Fig. 1: wires at chosen ports, followed through buffers
(3 px per um)
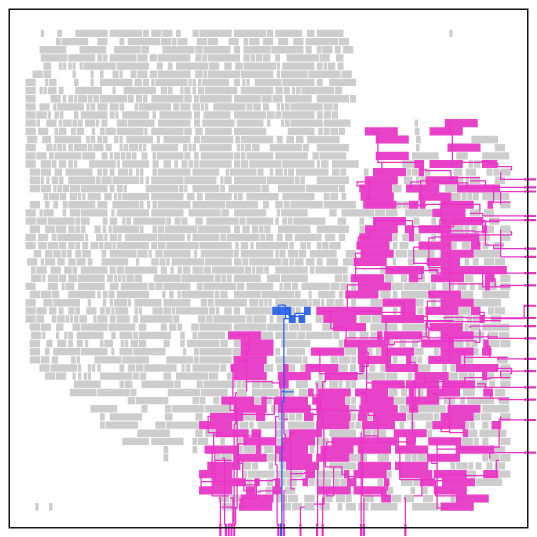
Fig. 2: the metal 3 layer
(2 px per um)
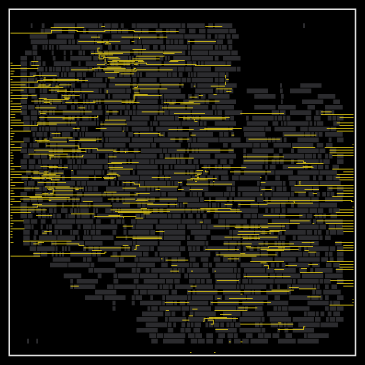
==> config.mk <==
export PLATFORM = sky130hd
export DESIGN_NAME = fetch_prefetch_queue
export DESIGN_NICKNAME = d
export VERILOG_FILES = /design/src/rtl/fetch_pkg.sv /design/src/rtl/fetch_queue.sv /design/src/rtl/fetch_prefetch_queue.sv
export SDC_FILE = /design/constraint.sdc
export NUM_CORES = 1
export LEC_CHECK = 0
export CAP_MARGIN = 0
export CORE_MARGIN = 5
export CORE_UTILIZATION = 60
export CTS_BUF_LIST = sky130_fd_sc_hd__clkbuf_2
export DETAILED_ROUTE_END_ITERATION = 7
export HOLD_SLACK_MARGIN = 0.06
export PLACE_DENSITY = 0.89
export SKIP_CTS_REPAIR_TIMING = 1
export SLEW_MARGIN = 25
export SYNTH_ARGS = -nofsm -noshare
export SYNTH_HDL_FRONTEND = slang
export SYNTH_SLANG_ARGS = --single-unit
==> constraint.sdc <==
create_clock -name clk -period 8.17 [get_ports clk]
set_clock_uncertainty 0.2 [all_clocks]
set_input_delay 0.817 -clock clk [delete_from_list [all_inputs] [get_ports clk]]
set_output_delay 0.817 -clock clk [all_outputs]
set_load 0.02 [all_outputs]
==> src/rtl/fetch_pkg.sv <==
// fetch_pkg: shared types and constants for the instruction fetch front-end.
package fetch_pkg;
   localparam int INSTR_W = 32;
   localparam logic [31:0] PC_STEP = 32'd4;
   typedef enum logic [1:0] {IDLE, WAIT, DROP} state_t;
   typedef struct packed {
      logic [31:0]        pc;
      logic [INSTR_W-1:0] instr;
      logic               err;
   } entry_t;
endpackage

==> src/rtl/fetch_queue.sv <==
// fetch_queue: DEPTH-entry FIFO with flush; the head is held in a register that keeps its last value when empty.
module fetch_queue
   import fetch_pkg::*;
#(
   parameter int DEPTH = 4,
   localparam int AW = $clog2(DEPTH),
   localparam int CW = AW + 1
) (
   input  logic          clk,
   input  logic          rst_n,
   input  logic          push,
   input  logic          pop,
   input  logic          flush,
   input  entry_t        din,
   output entry_t        dout,
   output logic [CW-1:0] count,
   output logic          empty,
   output logic          full
);
   entry_t mem [DEPTH];
   logic [AW-1:0] rptr, wptr, rnext;
   logic do_pop;
   assign empty  = count == '0;
   assign full   = count == CW'(DEPTH);
   assign do_pop = pop && !empty;
   assign rnext  = rptr + AW'(do_pop);
   always_ff @(posedge clk)
      if (push && !flush) mem[wptr] <= din;
   always_ff @(posedge clk or negedge rst_n) begin
      if (!rst_n) begin
         rptr  <= '0;
         wptr  <= '0;
         count <= '0;
         dout  <= '0;
      end else if (flush) begin
         rptr  <= '0;
         wptr  <= '0;
         count <= '0;
      end else begin
         if (push) wptr <= wptr + AW'(1);
         rptr  <= rnext;
         count <= count + CW'(push) - CW'(do_pop);
         // a push into an empty (or emptying) queue becomes the head directly
         if (push && count == CW'(do_pop)) dout <= din;
         else if (count > CW'(do_pop)) dout <= mem[rnext];
      end
   end
endmodule

==> src/rtl/fetch_prefetch_queue.sv <==
// fetch_prefetch_queue: single-outstanding instruction fetcher feeding a prefetch queue,
// with redirect flush and discard of stale in-flight responses.
module fetch_prefetch_queue
   import fetch_pkg::*;
#(
   parameter int          DEPTH    = 4,
   parameter logic [31:0] RESET_PC = 32'h0000_0000
) (
   input  logic               clk,
   input  logic               rst_n,
   output logic               imem_req_valid,
   input  logic               imem_req_ready,
   output logic [31:0]        imem_req_addr,
   input  logic               imem_rsp_valid,
   input  logic [INSTR_W-1:0] imem_rsp_data,
   input  logic               imem_rsp_err,
   output logic               if_valid,
   input  logic               if_ready,
   output logic [INSTR_W-1:0] if_instr,
   output logic [31:0]        if_pc,
   output logic               if_err,
   input  logic               redirect_valid,
   input  logic [31:0]        redirect_pc
);
   localparam int CW = $clog2(DEPTH) + 1;
   state_t state, state_next;
   logic [31:0] fetch_pc, req_pc;
   logic halted, accept, push, pop, empty, full;
   logic [CW-1:0] count;
   entry_t head;
   always_ff @(posedge clk or negedge rst_n)
      if (!rst_n) state <= IDLE;
      else state <= state_next;
   // a response always ends the outstanding request; a redirect only marks a pending one stale
   always_comb
      state_next = state == IDLE ? (accept ? WAIT : IDLE) :
                   imem_rsp_valid ? IDLE : redirect_valid ? DROP : state;
   always_comb begin
      imem_req_valid = rst_n && state == IDLE && !halted && !redirect_valid && count < CW'(DEPTH);
      imem_req_addr  = fetch_pc;
   end
   assign accept = imem_req_valid && imem_req_ready;
   assign push   = state == WAIT && imem_rsp_valid && !redirect_valid;
   assign pop    = if_valid && if_ready && !redirect_valid;
   always_ff @(posedge clk or negedge rst_n) begin
      if (!rst_n) begin
         fetch_pc <= RESET_PC;
         req_pc   <= '0;
         halted   <= 1'b0;
      end else begin
         fetch_pc <= redirect_valid ? {redirect_pc[31:2], 2'b00} : accept ? fetch_pc + PC_STEP : fetch_pc;
         if (accept) req_pc <= fetch_pc;
         halted <= redirect_valid ? 1'b0 : (push && imem_rsp_err) ? 1'b1 : halted;
      end
   end
   fetch_queue #(.DEPTH(DEPTH)) u_queue (
      .clk   (clk),
      .rst_n (rst_n),
      .push  (push),
      .pop   (pop),
      .flush (redirect_valid),
      .din   ('{pc: req_pc, instr: imem_rsp_data, err: imem_rsp_err}),
      .dout  (head),
      .count (count),
      .empty (empty),
      .full  (full)
   );
   assign if_valid = !empty;
   assign if_instr = head.instr;
   assign if_pc    = head.pc;
   assign if_err   = head.err;
   a_rsp_idle: assert property (@(posedge clk) disable iff (!rst_n) !(state == IDLE && imem_rsp_valid));
   a_push_full: assert property (@(posedge clk) disable iff (!rst_n) !(push && full));
endmodule

==> deck_impl_summary.md <==
Synthesis and Place & Route Summary

Run status
  – Status: finished clean

Setup path
  – Crit path launch: u_queue.count[2]$_DFF_PN0_
  – Crit-path slowest cell: nand2_2
  – Critical Path RT: 8.70 ns
  – CP cell instances: nor2_1 -> nand3_4 -> nand2_2 -> o22ai_1 -> a211oi_1
  – Buf+Inv Stages, Crit Path: 0
  – Crit Path Class: reg -> reg
  – R2R Setup Slk: 4.35 ns
  – Crit path largest cell delay: approximately 1.0 ns
  – Worst R2R End: u_queue.dout[58]$_DFFE_PN0P_

Power
  – Net Sw Power: 1.752 mW
  – Comb pwr share: between 20% and 30%
  – Pleak: ~6.7 nW
  – Flop+latch power: 2.65 mW
  – Heaviest power group: registers
  – Sw Share: 33.55%
  – PD cells: 281.8 nW/um2
  – Clk. pwr: ~1.3 mW

Detailed routing
  – Antenna Violating Nets Remaining: 0
  – Max layer used: met4
  – Mean number of vias per cell: 6.635

Synthesis
  – Chip area estimate from yosys synthesis: approximately 16,000 um2
  – XORs/XNORs by Area: less than 1%
  – Ys async rst share: between 30% and 40%
  – Distinct lib cells used: ~60
  – Top cells by area, synth: edfxtp_1 (48%), dfrtp_1 (21%), nand2_1 (2.9%)
  – Syn. warnings: 0
  – Post-synth top cells: edfxtp_1 (252), dfrtp_1 (133), nand2_1 (121)
  – Top logic family: AND-OR/OR-AND gates
  – Adder Area Share: less than 1%
  – Share of the synthesized area in the top cell type: a little under half
  – Post-synth EDFFs: 252

GRT
  – GR Overflow Total: 0
  – First-pass GRT wire length: about 63,000 um
  – Met3 Resource Use GR: under 10%
  – Vias in the first global route: approximately 12,000
  – Initial antenna violation count: 1
  – GR peak layer: met2

Cells and area
  – Flop area: roughly 11,000 um2
  – Comb_multi_in: roughly 700
  – Clk_buf instances: 138
  – Sequential cell area share: 58.79%
  – Area grow syn2layout: 17.17%
  – Logic inverters: 6
  – Post-route design area: 18,530 um2
  – Signal buf overhead: approximately a tenth
  – Gate Area: 4562 um2
  – Layout cells sized above 1: between 15 and 20%
  – Count of flip-flops and latches: between 300 and 400
  – Regs by FF count: u_queue.mem x252, u_queue.dout x63
  – Largest Register: u_queue.mem
  – Multi-input logic portion of the cell area: between 20 and 25%

Place
  – Port bufs: 163
  – Inst Count DP: between 1,500 and 2,000
  – Dpl cell area: 17,660 um2

Run
  – OpenROAD warning count: 31

Die
  – Init Core Util: just over 60%
  – Die X-Extent: around 170 um
  – Die Area: approximately 30,000 um2
  – Core Area: ~26,000 um2

Clock network
  – H-Tree Depth: 3
  – Clock sink total: 385

Timing
  – Final tally of max-slew violations: 0
  – Tmin final: 3.819 ns
  – Rel. slew slack: approximately 25%
  – Hold Slack: 0.1865 ns
  – Least-Margin Pin Slew: between 1 and 1.5 ns
## Picture notes: Fig. 1
- blue: `if_ready` (bits 1; direction input; edge bottom; end cells 5; buffers 1; wire 98.2 um)
- magenta: `imem_rsp_data` (bits 32; direction input; edge 19 right, 13 bottom; end cells 192; buffers 32; wire 2,350 um)

## Picture notes: Fig. 2
- longest straight run: 53.4 um
- nets with wire on the layer: 272

Power is estimated from default activity; no workload was simulated.
